**src/rtl/serial_subtractor.sv**
```systemverilog
// serial_subtractor: bit-serial A - B - BorrowIn, LSB first, with start/busy/done handshake
module serial_subtractor #(
    parameter int WIDTH = 4
) (
    input  logic             clk,
    input  logic             rst_n,
    input  logic             start,
    input  logic [WIDTH-1:0] A,
    input  logic [WIDTH-1:0] B,
    input  logic             BorrowIn,
    output logic             busy,
    output logic             done,
    output logic [WIDTH-1:0] D,
    output logic             BorrowOut,
    output logic             Overflow
);
    localparam int CW = $clog2(WIDTH) + 1;

    typedef enum logic [1:0] {IDLE, SHIFT, DONE} state_t;

    state_t           state, state_next;
    logic [WIDTH-1:0] a_sh, b_sh, res;
    logic             a_msb, b_msb, br;
    logic [CW-1:0]    cnt;
    logic             diff, br_next, last;

    assign diff    = a_sh[0] ^ b_sh[0] ^ br;
    assign br_next = (~a_sh[0] & b_sh[0]) | (~(a_sh[0] ^ b_sh[0]) & br);
    assign last    = cnt == CW'(WIDTH - 1);

    // next-state: accept from IDLE only, finish on the MSB, DONE lasts one cycle
    always_comb begin
        state_next = IDLE;
        case (state)
            IDLE:    state_next = start ? SHIFT : IDLE;
            SHIFT:   state_next = last ? DONE : SHIFT;
            default: state_next = IDLE;
        endcase
    end

    // state register with busy/done registered from the next state
    always_ff @(posedge clk or negedge rst_n) begin
        if (!rst_n) begin
            state <= IDLE;
            busy  <= 1'b0;
            done  <= 1'b0;
        end else begin
            state <= state_next;
            busy  <= state_next == SHIFT;
            done  <= state_next == DONE;
        end
    end

    // datapath: latch operands on accept, ripple one bit per cycle, publish on the MSB
    always_ff @(posedge clk or negedge rst_n) begin
        if (!rst_n) begin
            a_sh      <= '0;
            b_sh      <= '0;
            res       <= '0;
            a_msb     <= 1'b0;
            b_msb     <= 1'b0;
            br        <= 1'b0;
            cnt       <= '0;
            D         <= '0;
            BorrowOut <= 1'b0;
            Overflow  <= 1'b0;
        end else if (state == IDLE && start) begin
            a_sh  <= A;
            b_sh  <= B;
            a_msb <= A[WIDTH-1];
            b_msb <= B[WIDTH-1];
            br    <= BorrowIn;
            cnt   <= '0;
        end else if (state == SHIFT) begin
            res  <= {diff, res[WIDTH-1:1]};
            a_sh <= a_sh >> 1;
            b_sh <= b_sh >> 1;
            br   <= br_next;
            cnt  <= cnt + 1'b1;
            if (last) begin
                D         <= {diff, res[WIDTH-1:1]};
                BorrowOut <= br_next;
                Overflow  <= (a_msb != b_msb) && (diff != a_msb);
            end
        end
    end
endmodule

```
**config.mk**
```make
export PLATFORM = sky130hd
export DESIGN_NAME = serial_subtractor
export DESIGN_NICKNAME = d
export VERILOG_FILES = /design/src/rtl/serial_subtractor.sv
export SDC_FILE = /design/constraint.sdc
export NUM_CORES = 1
export LEC_CHECK = 0
export ABC_AREA = 1
export CORE_MARGIN = 5
export CORE_UTILIZATION = 55
export CTS_CLUSTER_SIZE = 30
export DETAILED_ROUTE_END_ITERATION = 8
export MAX_ROUTING_LAYER = met4
export PLACE_DENSITY = 0.82
export SETUP_SLACK_MARGIN = 0.1
export SLEW_MARGIN = 30
export SYNTH_ARGS = -nofsm -noshare
export SYNTH_HDL_FRONTEND = slang
export SYNTH_SLANG_ARGS = --single-unit
```
**constraint.sdc**
```tcl
create_clock -name clk -period 3.6 [get_ports clk]
set_input_delay 0.36 -clock clk [delete_from_list [all_inputs] [get_ports clk]]
set_output_delay 0.36 -clock clk [all_outputs]
set_load 0.01 [all_outputs]
```
Figure 1. Routed clock nets over the placement.
The bar under the picture is 20 µm long.
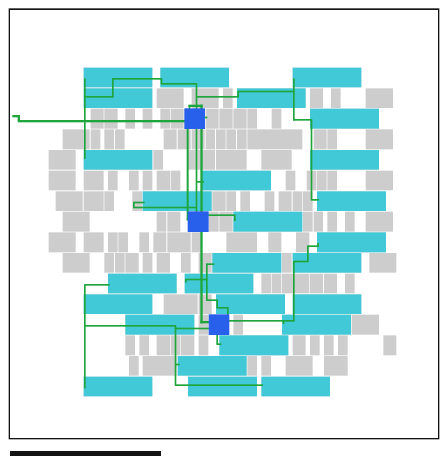
Key: green = clock wires [length 262 µm]; blue = cells driving clock nets [count 3]; cyan = flip-flops [count 27]
There are 4 routed clock nets.
insertion delay to the later sink of the worst-skew pair: 0.32 ns
share of total power in the clock network: 11.1%
Power Clock: 0.125 mW

Figure 2. Sequential cells colored by netlist name.
Other sequential cells in the stronger gray, the rest of the logic in the fainter gray.
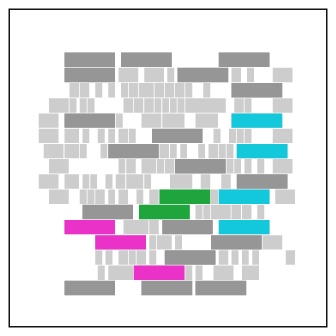
Key: cyan = D [placed flops 4, where right middle]; green = state [placed flops 2]; magenta = cnt [placed flops 3]
Another 18 sequential cells are not colored.

Figure 3. Pin map.
Pins as bars across the die edge, other pins in gray.
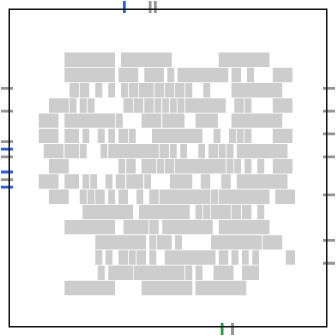
Key: green = busy [pins 1, direction output, edge bottom]; blue = B [pins 4, direction input, edge 3 left, 1 top]

Figure 4. Clock routing.
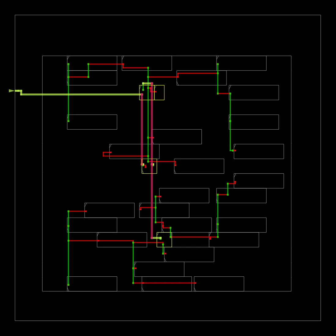
count of clock buffers in the final design: 3
Clock Sinks: 27
total CTS buffers: 3
number of flip-flops and latches: 27

==> qor.json <==
{
  "post-route-min-period_ns": 1.59,
  "fin_clk_skew_ns": 0.00541,
  "power.internal_mw": 0.682,
  "layout.area.top_class": "flip-flops and latches",
  "viasPerCell": 5.03,
  "crit_type": "reg -> out",
  "timing.critical_path.to_type": "output port",
  "timing.final.setup_violations": 0,
  "critPathSlowestCell": "clkdlybuf4s50_1",
  "outcome": "finished, final reports clean",
  "critPathCapture": "Overflow",
  "gr-usage-met3_pct": 2.06,
  "met3RoutedLength_um": 88,
  "cap_viol_max_count": 0,
  "pwr.group.combinational_mw": 0.483,
  "seqAreaFraction_pct": 48.1,
  "maximum_frequency_from_static_timing_analysis_mhz": 630,
  "num-nets-final": 165,
  "drt_wl_total_um": 2100,
  "drt_iter0_markers": 18,
  "inverters_excl_clock": 14,
  "global_route.peak_usage_layer": "met2",
  "fp_util_pct": 59.4,
  "ys_flops": 27
}
==> Yosys cell counts (all sizes together) <==
cell type	number
o21ai	16
buf	4
nand3	13
nand2	46
nor2	4
ha	2
fa	1
inv	14
dfrtp	27
nand3b	3
==> metrics by stage <==
step                area, µm²  std cells  hold slack (ns)
floorplan                1190        130           0.0644
global placement         1380        172            0.457
detailed placement       1380        172            0.394
CTS                      1410        176           0.0333
global route             1410        176           0.0668
finish                   1410        176           0.0180
==> flip-flops by register name, summed over array words and instances (netlist names), 2 cells and up <==
signal / cells
cnt: 3
a_sh: 4
res: 3
b_sh: 4
state: 2
D: 4
==> logic make-up after synthesis <==
| logic type | share of synthesized area, % |
|---|---|
| fa+ha+maj | 3.79 |
| simple gates | 25.0 |
| compound gates | 7.36 |
| flops | 56.8 |
| buf+inv | 7.04 |
No activity file was given, so power comes from the tool's default toggle rates.
